===== src/rtl/imem_pkg.sv =====
// Shared definitions for the instruction-memory loader: sizes, loader states and state helpers.
package imem_pkg;

  localparam int unsigned IMEM_DEPTH  = 64;
  localparam int unsigned IMEM_ADDR_W = 6;
  localparam int unsigned INST_W      = 16;
  localparam int unsigned BYTE_W      = 8;

  typedef enum logic [3:0] {
    IDLE,
    HDR_HI,
    HDR_LO,
    DAT_HI,
    DAT_LO,
    CHK_HI,
    CHK_LO,
    DONE,
    ERR
  } loader_state_e;

  // States in which a frame is in flight: stream accepted and pipeline stalled.
  function automatic logic is_busy(input loader_state_e s);
    return (s == HDR_HI) || (s == HDR_LO) || (s == DAT_HI) || (s == DAT_LO) ||
           (s == CHK_HI) || (s == CHK_LO);
  endfunction

  // States whose transfer carries the high byte of a 16-bit field.
  function automatic logic is_hi_byte(input loader_state_e s);
    return (s == HDR_HI) || (s == DAT_HI) || (s == CHK_HI);
  endfunction

endpackage


===== src/rtl/imem_loader_byte_pair_assembler.sv =====
// Latches a high byte, combines it with the following low byte and emits a registered
// word plus a one-cycle word-valid pulse.
module byte_pair_assembler
  import imem_pkg::*;
#(
  parameter int unsigned DATA_W = INST_W
) (
  input  logic                clk,
  input  logic                rst_n,
  input  logic                hi_load_i,
  input  logic                word_load_i,
  input  logic [DATA_W/2-1:0] byte_i,
  output logic [DATA_W-1:0]   pair_c_o,
  output logic                word_valid_o,
  output logic [DATA_W-1:0]   word_o
);

  localparam int unsigned HALF_W = DATA_W / 2;

  logic [HALF_W-1:0] hi_q;
  logic [DATA_W-1:0] word_q;
  logic              valid_q;

  // Live {hi, lo} view used for header, data and checksum decisions on the transfer edge.
  assign pair_c_o = {hi_q, byte_i};

  always_ff @(posedge clk or negedge rst_n) begin
    if (!rst_n) begin
      hi_q    <= '0;
      word_q  <= '0;
      valid_q <= 1'b0;
    end else begin
      valid_q <= word_load_i;
      if (hi_load_i) begin
        hi_q <= byte_i;
      end
      if (word_load_i) begin
        word_q <= pair_c_o;
      end
    end
  end

  assign word_valid_o = valid_q;
  assign word_o       = word_q;

endmodule


===== src/rtl/imem_loader.sv =====
// Writer side of the instruction memory: parses a counted, XOR-checksummed byte frame,
// writes words from address 0 upward and holds the CPU while loading.
module imem_loader
  import imem_pkg::*;
#(
  parameter int unsigned DEPTH  = IMEM_DEPTH,
  parameter int unsigned ADDR_W = IMEM_ADDR_W,
  parameter int unsigned DATA_W = INST_W
) (
  input  logic              clk,
  input  logic              rst_n,
  input  logic              start,
  input  logic [BYTE_W-1:0] byte_in,
  input  logic              byte_valid,
  output logic              byte_ready,
  output logic              imem_we,
  output logic [ADDR_W-1:0] imem_waddr,
  output logic [DATA_W-1:0] imem_wdata,
  output logic              cpu_hold,
  output logic              done,
  output logic              err,
  output logic [ADDR_W:0]   words_loaded
);

  localparam int unsigned CNT_W = ADDR_W + 1;

  loader_state_e     state_q, state_d;
  logic [CNT_W-1:0]  cnt_q;
  logic [CNT_W-1:0]  words_q;
  logic [DATA_W-1:0] chk_q;
  logic [ADDR_W-1:0] waddr_q;
  logic              ready_q;
  logic              hold_q;
  logic              done_q;
  logic              err_q;

  logic              xfer_c;
  logic              hi_load_c;
  logic              word_load_c;
  logic              hdr_bad_c;
  logic              last_word_c;
  logic              chk_ok_c;
  logic              restart_c;
  logic [DATA_W-1:0] pair_c;

  assign xfer_c      = byte_valid & ready_q;
  assign hi_load_c   = xfer_c & is_hi_byte(state_q);
  assign word_load_c = xfer_c & (state_q == DAT_LO);
  assign hdr_bad_c   = (pair_c == '0) || (pair_c > DATA_W'(DEPTH));
  assign last_word_c = (words_q + CNT_W'(1)) == cnt_q;
  assign chk_ok_c    = (pair_c == chk_q);
  assign restart_c   = start & ~is_busy(state_q);

  byte_pair_assembler #(
    .DATA_W(DATA_W)
  ) u_bpa (
    .clk         (clk),
    .rst_n       (rst_n),
    .hi_load_i   (hi_load_c),
    .word_load_i (word_load_c),
    .byte_i      (byte_in),
    .pair_c_o    (pair_c),
    .word_valid_o(imem_we),
    .word_o      (imem_wdata)
  );

  // Next-state decode; all outputs are registered below from state_d.
  always_comb begin
    state_d = state_q;
    unique case (state_q)
      IDLE, DONE, ERR: if (start)  state_d = HDR_HI;
      HDR_HI:          if (xfer_c) state_d = HDR_LO;
      HDR_LO:          if (xfer_c) state_d = hdr_bad_c ? ERR : DAT_HI;
      DAT_HI:          if (xfer_c) state_d = DAT_LO;
      DAT_LO:          if (xfer_c) state_d = last_word_c ? CHK_HI : DAT_HI;
      CHK_HI:          if (xfer_c) state_d = CHK_LO;
      CHK_LO:          if (xfer_c) state_d = chk_ok_c ? DONE : ERR;
      default:                     state_d = IDLE;
    endcase
  end

  always_ff @(posedge clk or negedge rst_n) begin
    if (!rst_n) begin
      state_q <= IDLE;
      cnt_q   <= '0;
      words_q <= '0;
      chk_q   <= '0;
      waddr_q <= '0;
      ready_q <= 1'b0;
      hold_q  <= 1'b0;
      done_q  <= 1'b0;
      err_q   <= 1'b0;
    end else begin
      state_q <= state_d;
      ready_q <= is_busy(state_d);
      hold_q  <= is_busy(state_d) | word_load_c;

      if (restart_c) begin
        done_q  <= 1'b0;
        err_q   <= 1'b0;
        words_q <= '0;
        chk_q   <= '0;
      end

      if (xfer_c && (state_q == HDR_LO)) begin
        cnt_q <= CNT_W'(pair_c);
        if (hdr_bad_c) begin
          err_q <= 1'b1;
        end
      end

      if (word_load_c) begin
        waddr_q <= ADDR_W'(words_q);
        chk_q   <= chk_q ^ pair_c;
        words_q <= words_q + CNT_W'(1);
      end

      if (xfer_c && (state_q == CHK_LO)) begin
        done_q <= chk_ok_c;
        err_q  <= ~chk_ok_c;
      end
    end
  end

  assign byte_ready   = ready_q;
  assign cpu_hold     = hold_q;
  assign done         = done_q;
  assign err          = err_q;
  assign imem_waddr   = waddr_q;
  assign words_loaded = words_q;

endmodule


===== config.mk =====
export PLATFORM = sky130hd
export DESIGN_NAME = imem_loader
export DESIGN_NICKNAME = d
export VERILOG_FILES = /design/src/rtl/imem_pkg.sv /design/src/rtl/imem_loader_byte_pair_assembler.sv /design/src/rtl/imem_loader.sv
export SDC_FILE = /design/constraint.sdc
export NUM_CORES = 1
export LEC_CHECK = 0
export ABC_AREA = 1
export CAP_MARGIN = 10
export CORE_ASPECT_RATIO = 1.75
export CORE_MARGIN = 2
export CORE_UTILIZATION = 50
export CTS_CLUSTER_SIZE = 20
export DETAILED_ROUTE_END_ITERATION = 16
export GPL_ROUTABILITY_DRIVEN = 0
export HOLD_SLACK_MARGIN = 0.08
export PLACE_DENSITY = 0.81
export REMOVE_ABC_BUFFERS = 1
export SYNTH_ARGS = -nofsm -noshare
export SYNTH_HDL_FRONTEND = slang
export SYNTH_HIERARCHICAL = 1
export SYNTH_SLANG_ARGS = --single-unit

===== constraint.sdc =====
create_clock -name clk -period 1.6 [get_ports clk]
set_input_delay 0.48 -clock clk [delete_from_list [all_inputs] [get_ports clk]]
set_output_delay 0.48 -clock clk [all_outputs]
set_load 0.1 [all_outputs]

==> run_1/io_fan.png <==
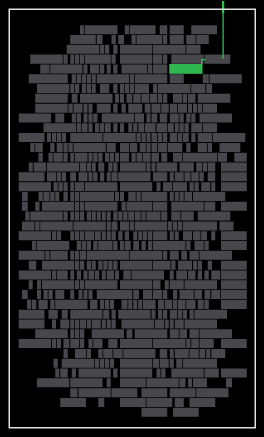
| color | port | bits | direction | end cells | buffers | wire |
|---|---|---|---|---|---|---|
| green | cpu_hold | 1 | output | 1 | 1 | 15.7 um |

==> run_1/placement.png <==
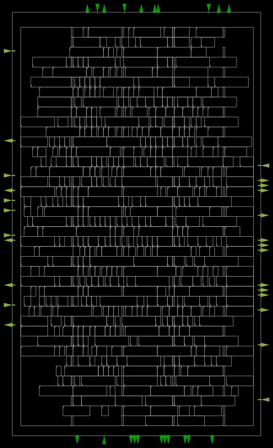
num rows: 40
utilization after layout: 0.7899
flop share of the area: 0.3172

==> run_1/logic_types.png <==
The bar under the picture is 20 um long.
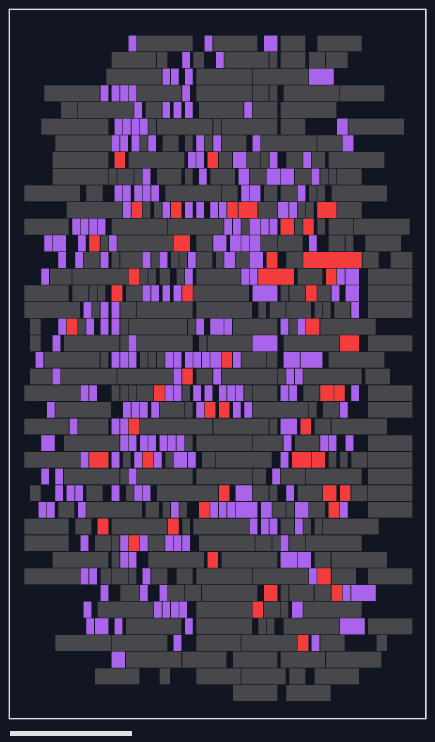
| color | family | cells |
|---|---|---|
| purple | nand cells | 237 |
| red | aoi and oai cells | 49 |
multi-input logic portion of the cell area: 0.2940
Final Non-Filler Cells: 676
most used logic cell in the final layout: nand2_1

==> impl_metrics.env, run 1 <==
# source this file to load flow results
export IMPL_final_cell_mix="198 x nand2_1, 66 x dfrtp_1, 46 x buf_4"
export IMPL_nFillCells=388
export IMPL_pg_clk_mw=2.06
export IMPL_maxCapViolations=0
export IMPL_drc=0
export IMPL_status="finished with violations"
export IMPL_inverters=61
export IMPL_ff_type="dfrtp_1"
export IMPL_dp_slack_ns=-0.7575
export IMPL_comb_power_share=0.569
export IMPL_pg_comb_mw=6.61
export IMPL_setup_viol=14
export IMPL_wl_met2_mm=5.459
export IMPL_crit_fanout=3
export IMPL_taps=84
export IMPL_hp_class="in -> async"
export IMPL_p_sw_frac=0.4692
export IMPL_dp_cells=643
export IMPL_grt_use_total=0.2733
export IMPL_yosys_stat_cells=481
export IMPL_met3_usage=0.05534
export IMPL_fin_skew_ns=0.008420
export IMPL_clk_share=0.05711
export IMPL_ioPinCount=46
export IMPL_synth_area_um2=3560
export IMPL_fin_crit_sh=1.243
export IMPL_violations="negative setup slack"
export IMPL_peakVddDrop_v=0.001473
export IMPL_use_met1=0.3024
export IMPL_fp_util=0.5154
export IMPL_critPathRequiredTime_ns=1.82
export IMPL_intPower_mw=6.170
export IMPL_flops=69
export IMPL_wirelength_mm=10.78
export IMPL_nNetsFinal=600
export IMPL_postPlaceCellArea_um2=4746
export IMPL_viasPerCell=5.601
export IMPL_p_leak_nw=2.735
export IMPL_firstDrtPassIters=5
export IMPL_comb_area_um2=1604
export IMPL_grt_max_degree=70
export IMPL_cts_sinks=69
export IMPL_ff_latch_area_um2=1730
export IMPL_grt_use_met2=0.4451
export IMPL_topCellsByArea="dfrtp_1 49%, nand2_1 22%, inv_1 5.8%"
export IMPL_layout_setup_ws_ns=-0.3889
export IMPL_critPathLaunch="words_loaded[0]$_DFFE_PN0P_"
export IMPL_wl_per_cell_um=15.95
export IMPL_p_seq_frac=0.254
export IMPL_largest_area_cell="dfrtp_1"
export IMPL_yosysSeqAreaShare=0.4851
export IMPL_yosysWarnings=6
export IMPL_grt_pass1_vias=3612
export IMPL_diodes=0
export IMPL_chip_area_um2=7837
export IMPL_nClkBuffers=11
export IMPL_largest_class="flip-flops and latches"
export IMPL_die_w_um=67.78
## run 1: flip-flops by register name (all words and copies together) (netlist names)
register and cells:
u_bpa/word_valid_o 1, byte_ready 1, imem_waddr 6, err 1, cpu_hold 1, chk_q 16
done 1, cnt_q 7, u_bpa/word_o 16, u_bpa/hi_q 8, words_loaded 7, state_q 4
## run 1: synthesized netlist by cell type, types with 2 or more instances
cell type / number
a21oi_1: 4
buf_2: 7
buf_4: 10
buf_6: 2
dfrtp_1: 69
inv_1: 55
inv_2: 5
nand2_1: 208
nand2_2: 8
nand3_1: 13
nand3b_1: 4
nand4_1: 3
nor2_1: 32
nor2_2: 3
nor2_4: 2
nor3_1: 3
o21ai_0: 31
o21ai_1: 2
o221ai_1: 2
o22ai_1: 7
## run 1: kinds of logic after synthesis
logic type	Yosys count	share of synthesized area
adder cells (fa/ha/maj)	1	0.003514
flip-flops	69	0.4851
AND/OR/NAND/NOR	280	0.3244
AND-OR/OR-AND	50	0.07839
buffers and inverters	81	0.1086
## run 1: path summary, 6_finish.rpt
check / cells after the start / slack (ns) / endpoint
worst max-delay path: 15 / -0.39 / byte_ready$_DFF_PN0_
worst min-delay path: 2 / 0.14 / imem_waddr[2]$_DFFE_PN0P_
worst max register to register: 15 / -0.39 / byte_ready$_DFF_PN0_
worst min register to register: 2 / 0.51 / cnt_q[6]$_DFFE_PN0P_
max in group asynchronous: 2 / 1.12 / words_loaded[5]$_DFFE_PN0P_
min in group clk: 3 / 0.41 / u_bpa/hi_q[3]$_DFFE_PN0P_
## run 1: what timing repair did
action / in CTS / in global routing
gates cloned: 2 / 1
setup buffers: 5 / 9
endpoints found under the setup margin: 36 / 66
pin swaps: 16 / 26
gates resized: 45 / 69
==> run 2, diff against run 1 <==
Settings changed: CORE_UTILIZATION 50 to 49, PLACE_DENSITY 0.81 to 0.8, SYNTH_HIERARCHICAL 1 to unset.
==> run_2/cell_density.png <==
7 x 11 tiles, from black (low) to pale yellow (high), 0 to 100% covered.
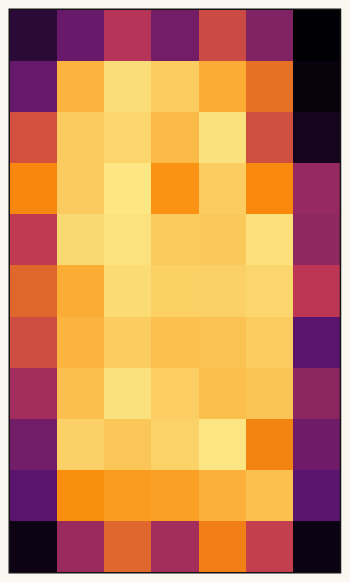
fullest tile: 95%
densest ninth of the die: center
nearly empty tiles: 2.6%

==> run_2/placement.png <==
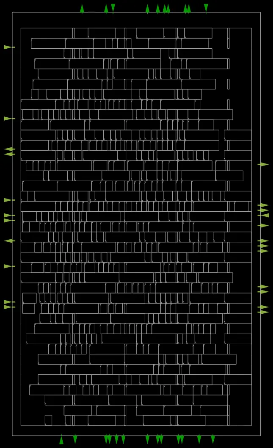
Final Non-Filler Cells: 628
utilization after layout: 0.7658
number of fill cells: 417
num rows: 39

==> impl_metrics.env, run 2 <==
# source this file to load flow results
export IMPL_p_seq_frac=0.292
export IMPL_nClkBuffers=14
export IMPL_wirelength_mm=9.316
export IMPL_violations="negative setup slack"
export IMPL_rrSetupSlack_ns=-0.42
export IMPL_layout_setup_ws_ns=-0.4171
export IMPL_design_core_area_um2=6539
export IMPL_r2r_end="byte_ready$_DFF_PN0_"
export IMPL_grt_pass1_vias=3320
export IMPL_mux_area_frac=0
export IMPL_yosys_stat_cells=447
export IMPL_endpoint="byte_ready$_DFF_PN0_"
export IMPL_fin_skew_ns=0.005623
export IMPL_postRouteAntennaNets=0
export IMPL_taps=82
export IMPL_top_area_frac=0.5188
export IMPL_final_cell_mix="154 x nand2_1, 67 x dfrtp_1, 53 x o21ai_0"
export IMPL_sh_seq_area=0.3453
export IMPL_numCtsBuffers=9
export IMPL_yosysSeqAreaShare=0.5188
export IMPL_maxCapViolations=0
export IMPL_peakVddDrop_v=0.001305
export IMPL_adder_share=0.003759
export IMPL_diodes=0
export IMPL_ff_latch_area_um2=1729
export IMPL_buf_share=0.2399
export IMPL_worst_hold_slack_ns=0.1450
export IMPL_final_common_cell="nand2_1"
export IMPL_async_flop_share=1.000
export IMPL_comb_share=0.2849
export IMPL_chip_area_um2=7494
export IMPL_wl_per_cell_um=14.83
export IMPL_critPathRequiredTime_ns=1.86
export IMPL_setup_viol=4
export IMPL_synth_cell_types=23
export IMPL_buffers_excl_clock=94
export IMPL_comb_power_share=0.494
export IMPL_intPower_mw=5.171
export IMPL_top_cell="nand2_1"
export IMPL_ys_top_logic_family="simple AND/OR/NAND/NOR gates"
export IMPL_clk_share=0.05872
export IMPL_critPathLaunch="words_loaded[0]$_DFFE_PN0P_"
export IMPL_comb_area_um2=1426
export IMPL_firstDrtPassIters=5
export IMPL_largest_area_cell="dfrtp_1"
export IMPL_syn_avg_cell_area_um2=7.446
export IMPL_drc=0
export IMPL_timing_final_hold_violations=0
export IMPL_worst_slew_pin_transition_ns=0.3737
export IMPL_simple_gate_area_frac=0.2741
export IMPL_cts_tree="done"
export IMPL_inverters=67
export IMPL_r2r_cells=15
export IMPL_synth_flops=69
export IMPL_p_leak_nw=2.497
export IMPL_ioPinCount=46
export IMPL_die_w_um=66.30
export IMPL_grt_max_degree=70
export IMPL_flops=69
export IMPL_viasPerCell=5.317
export IMPL_p_sw_frac=0.4365
export IMPL_critical_path_class="reg -> reg"
export IMPL_nNetsFinal=555
export IMPL_ff_type="dfrtp_1"
export IMPL_synth_area_um2=3328
export IMPL_cp_depth=15
export IMPL_status="finished with violations"
export IMPL_warnings=27
export IMPL_fp_util=0.5090
export IMPL_grt_use_total=0.2631
export IMPL_setup_tns_final_ns=-1.271
export IMPL_ys_sh_xor=0
export IMPL_synth_edff_count=0
export IMPL_crit_fanout=4
export IMPL_yosysWarnings=0
export IMPL_topCellsByArea="dfrtp_1 52%, nand2_1 19%, o21ai_0 8.6%"
export IMPL_p_clk_frac=0.214
export IMPL_cts_sinks=69
export IMPL_ys_sh_aoi=0.1147
export IMPL_largest_class="flip-flops and latches"
export IMPL_hp_class="in -> async"
export IMPL_slew_headroom=0.7509
export IMPL_top_cells_by_count="169 x nand2_1, 69 x dfrtp_1, 66 x inv_1"
export IMPL_path_buffers=1
export IMPL_fin_crit_sh=1.261
export IMPL_dp_slack_ns=-0.6596
export IMPL_clk_latency_ns=0.34
export IMPL_grt_overflow_total=0
export IMPL_cp_top_family="simple AND/OR/NAND/NOR gates"
==> run 2: netlist changes by cell type in the layout (fill, tap and decap cells not counted), moves of 4 or more <==
| cell | delta |
|---|---|
| o21ai_1 | -11 |
| buf_6 | -14 |
| o21ai_0 | +36 |
| nand2_2 | +4 |
| buf_4 | -4 |
| clkbuf_2 | -4 |
| nand2_1 | -44 |
| inv_1 | +8 |
==> run 2: power by group through the flow <==
stage          Sequential (mW)  Combinational [mW]  Clock [mW]
6_report                  2.68                4.53        1.97
5_1_grt                   2.73                4.82        2.08
4_1_cts                   2.63                4.20        1.99
3_5_place_dp              2.65                4.13           0
3_3_place_gp              2.62                4.03           0
2_1_floorplan             3.77                1.33           0
==> run 2: logic make-up after synthesis <==
logic type,Yosys count
AND/OR/NAND/NOR,228
flip-flops,69
adder cells (fa/ha/maj),1
AND-OR/OR-AND,72
buffers and inverters,77
==> run 2: through the flow <==
| step | cell area, um^2 | cells |
|---|---|---|
| 4_1_cts | 4850 | 620 |
| 5_1_grt | 5007 | 628 |
| 3_3_place_gp | 4523 | 604 |
| 2_1_floorplan | 3284 | 437 |
| 6_report | 5007 | 628 |
| 3_5_place_dp | 4523 | 604 |
==> run 2: per-layer routing <==
layer,vias up,wire [um],part of all wire,GRT usage
met5,-,0,0,0
met4,0,391,0.042,0.1551
met3,34,504,0.054,0.05467
met2,143,5125,0.55,0.4547
met1,1588,3294,0.35,0.2881
li1,1574,-,-,-
==> run 2: repair_timing <==
item	CTS	global route
buffers inserted	1	8
endpoints found under the setup margin	34	35
pin swaps	3	28
gates resized	26	51
hold endpoints to repair	0	0
==> run 2: worst reg2reg max path: cells and delay by family (launching register included) <==
family	cells	cell delay, ns
fa+ha+maj	1	0.18
buf+inv	1	0.06
flops	1	0.43
simple gates	13	1.28
Power figures rest on the tool's default switching activity, not on a simulated workload.
